==> config.mk <==
export PLATFORM = sky130hd
export DESIGN_NAME = seg_scan_display
export DESIGN_NICKNAME = d
export VERILOG_FILES = /design/src/rtl/seg_pkg.sv /design/src/rtl/seg_hex_decode.sv /design/src/rtl/seg_scan_display.sv
export SDC_FILE = /design/constraint.sdc
export NUM_CORES = 1
export LEC_CHECK = 0
export ABC_CLOCK_PERIOD_IN_PS = 8050
export CAP_MARGIN = 20
export CELL_PAD_IN_SITES_DETAIL_PLACEMENT = 1
export CELL_PAD_IN_SITES_GLOBAL_PLACEMENT = 1
export CORE_MARGIN = 5
export CORE_UTILIZATION = 31
export CTS_BUF_LIST = sky130_fd_sc_hd__clkbuf_2 sky130_fd_sc_hd__clkbuf_4 sky130_fd_sc_hd__clkbuf_8
export DETAILED_ROUTE_END_ITERATION = 10
export PLACE_DENSITY = 0.65
export SYNTH_ARGS = -nofsm -noshare
export SYNTH_HDL_FRONTEND = slang
export SYNTH_HIERARCHICAL = 1
export SYNTH_SLANG_ARGS = --single-unit
==> constraint.sdc <==
create_clock -name clk -period 8.05 [get_ports clk]
set_clock_uncertainty 0.15 [all_clocks]
set_input_delay 1.61 -clock clk [delete_from_list [all_inputs] [get_ports clk]]
set_output_delay 1.61 -clock clk [all_outputs]
set_load 0.02 [all_outputs]
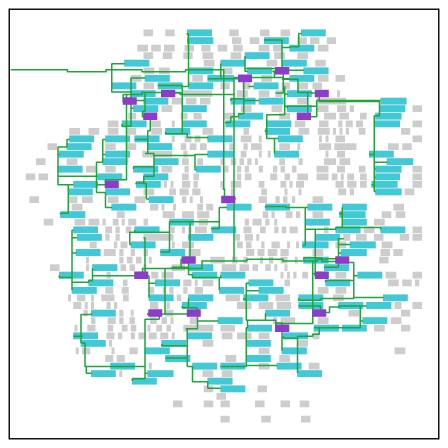
*Routed clock nets over the placement, run 1*
cells driving clock nets -> purple  # count 17
clock wires -> green  # length 1790 µm
flip-flops -> cyan  # count 142
routed clock nets = 18
clock network power share: 0.425
latest clock arrival within the worst-skew pair: 0.45 ns
power consumed by the clock network: 0.652 mW

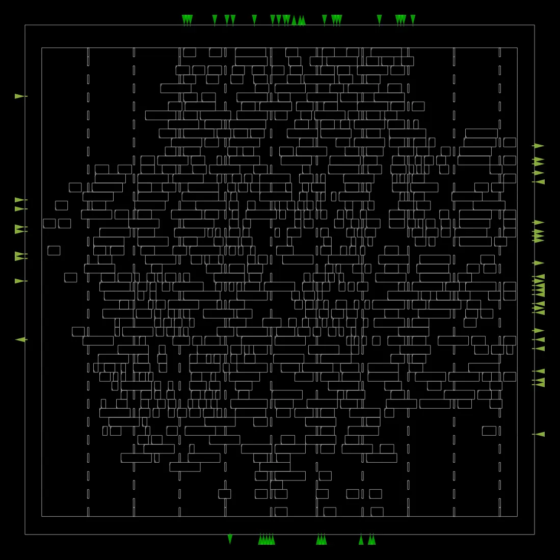
*Cell outlines without signal wires, run 1*
count of flip-flops and latches: 142
area of the core: 0.0203 mm²
num tapcells: 270
fillers: 2172
post-route core utilization: 0.385

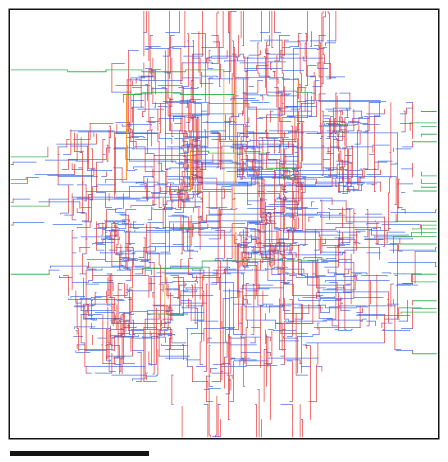
*Routed metal, one color a layer, run 1*
The bar under the picture is 50 µm long.
met4 -> orange  # wire length 175 µm
met1 -> blue  # wire length 6620 µm
met3 -> green  # wire length 581 µm
met2 -> red  # wire length 7280 µm
total via count in the routed design: 4129
final routed wire length divided by cell count: 17.0 µm
sum of routed wire length over all layers: 14.6 mm

==> flow_summary.toml <==
# synthesis and place-and-route metrics
[status]
outcome = "finished clean"

[final_timing]
setup_repair_after_global_routing_missed_its_margin = "no"
setup_ws_ns = 3.44
timing.final.max_slew_violations = 0
worst-slew-pin-transition_ns = 0.934
final_period_minus_worst_setup_slack_ns = 4.61
setup_violations = 0
max_slew_margin = 0.372
finalHoldViolations = 0
final.period_utilization = 0.572
setup_total_negative_slack_ns = 0
hold_slack_ns = 0.323
fmax_ghz = 0.217

[cells_and_area]
layout_top_cell = "sky130_fd_sc_hd__dfrtp_1"
finish.net_count = 645
fin_cells = 861
diodes = 0
layout_top_cells = "sky130_fd_sc_hd__dfrtp_1, sky130_fd_sc_hd__mux2_2, sky130_fd_sc_hd__clkdlybuf4s50_1"
post_route_cells_drive_above_1_share = 0.277
syn2layout_area_growth_pct = 22.0
final_area_mm2 = 0.00782

[synth]
ys_seq_share = 0.558
ys_top_cells_by_count = "sky130_fd_sc_hd__dfrtp_1, sky130_fd_sc_hd__mux2_2, sky130_fd_sc_hd__nor2_1"
top_cell = "sky130_fd_sc_hd__dfrtp_1"
number_of_instances_in_the_synthesized_netlist = 508
synthDistinctLibCells = 56
yosysWarningCount = 6
yosys_most_used_dff = "sky130_fd_sc_hd__dfrtp_1"
post-synth-top-area-fraction = 0.492
ys_async_sr_fraction = 1.00
yosys.stat.chipArea_mm2 = 0.00641
enable_flop_cells = 0
synth.yosys.num_cells = 508
synth_flop_count = 142
yosys.area.top_type = "sky130_fd_sc_hd__dfrtp_1"
synth.area.top_cells = "sky130_fd_sc_hd__dfrtp_1, sky130_fd_sc_hd__mux2_2, sky130_fd_sc_hd__dfstp_2, sky130_fd_sc_hd__ha_1, sky130_fd_sc_hd__mux2_4"
postSynthNetCount = 575
post_synth_instance_area_mm2 = 0.00641
synthesis.area_per_instance_um2 = 12.6

[setup_path]
worstSetupEndpointType = "output pin"
r2r.worst_path.cells = 10
timing.critical_path.max_delay_family = "simple AND/OR/NAND/NOR gates"
critical_path_buf_inv_count = 2
worstPathCellList = "or4b_4 -> nor3_1 -> nand3_1 -> inv_1 -> clkdlybuf4s50_1"
timing_worst_setup_path_type = "register to output pin"
worst_setup_path_start_kind = "register"
critical_path_peak_fanout = 6
worstSetupPathDepth = 5
timing.critical_path.arrival_ns = 2.85
critPathSlowestCell = "sky130_fd_sc_hd__clkdlybuf4s50_1"
critical_path_required_ns = 6.29
cp_slowest_stage_delay_ns = 0.62
reg2reg_slack_ns = 3.87

[die]
chipWidth_um = 154
die_area_mm2 = 0.0236
fp_util = 0.316
dieHeight_um = 154
io_pins = 69
row_count = 52

[power]
power_per_cell_area_mw_per_mm2 = 196
fin_total_pwr_mw = 1.54
switching_share = 0.223
sequentialPower_mw = 0.766
power_dissipated_in_combinational_cells_mw = 0.118
power.share.sequential = 0.499
static-leakage-power_nw = 3.41
share_comb_of_total_power = 0.077
power-top-group = "sequential cells"
vdd_drop_max_mv = 0.0859
switching_power_of_the_nets_mw = 0.343
power.internal_mw = 1.19

[routing]
drt_iter0_drc = 204
routedLengthMet1_mm = 6.62
final_antenna_net_count = 0
drc = 0
met3RoutedLength_um = 580
detailroute.wirelength.met2_mm = 7.28
highest_layer = "met4"
route.detailed.vias_per_inst = 4.80
detail_route.first_pass.iterations = 4

[placement]
dp_worst_setup_slack_ns = 3.88
dpl-instance-area_mm2 = 0.00734
place_congestion = 0.797
port-buffer-count = 68
dp_hpwl_mm = 10.6
dpl.cell_count = 827

[global_routing]
met1_track_utilization_from_global_routing = 0.161
grt_util_all_layers = 0.129
layer_with_the_highest_usage_after_global_routing = "met2"
grt_max_degree = 77
gr-usage-met2 = 0.218
global_route.usage.met3 = 0.0382
grt_antenna_before_repair = 0
grt_pass1_wl_mm = 24.6
grt_pass1_vias = 4698
overflow = 0

[clocking]
clkSlewWorstSetupHoldPaths_ns = 0.09
cts.sink_count = 142
cts_buffers = 17
cell_chosen_for_the_clock_root = "sky130_fd_sc_hd__clkbuf_8"
hold_buffers = 0
post_cts_buffers = 0
post_cts.resized_instances = 0
cts.htree.levels = 4
tritoncts_clock_tree = "done"
cts-root-to-sink-buffers = 2

[job]
max_cap_viol_count = 0
warnings = 36

[worst_hold_path]
holdPathStages = 1
min_path_type = "register to register"
[run 1: cell type report]
cell class,count,area [µm²],share of cell area
clock buffer,18,248,0.0317
clock inverter,14,216,0.0277
inverter,15,56.3,0.00720
multi-input combinational,327,2660,0.340
sequential,142,3570,0.457
tap,270,338,0.0432
timing repair buffer,75,727,0.0930
[run 1: logic make-up (layout without fill, tap and decap cells)]
group                    Yosys count  after routing  share of synthesized area
AND-OR/OR-AND                     62             62                     0.0652
XOR/XNOR                          18             18                     0.0246
adder cells (fa/ha/maj)           15             15                     0.0293
buffers and inverters             39            122                     0.0271
flip-flops                       142            142                      0.558
multiplexers                     107            107                      0.194
AND/OR/NAND/NOR                  125            125                      0.102
No activity file was given, so power comes from the tool's default toggle rates.
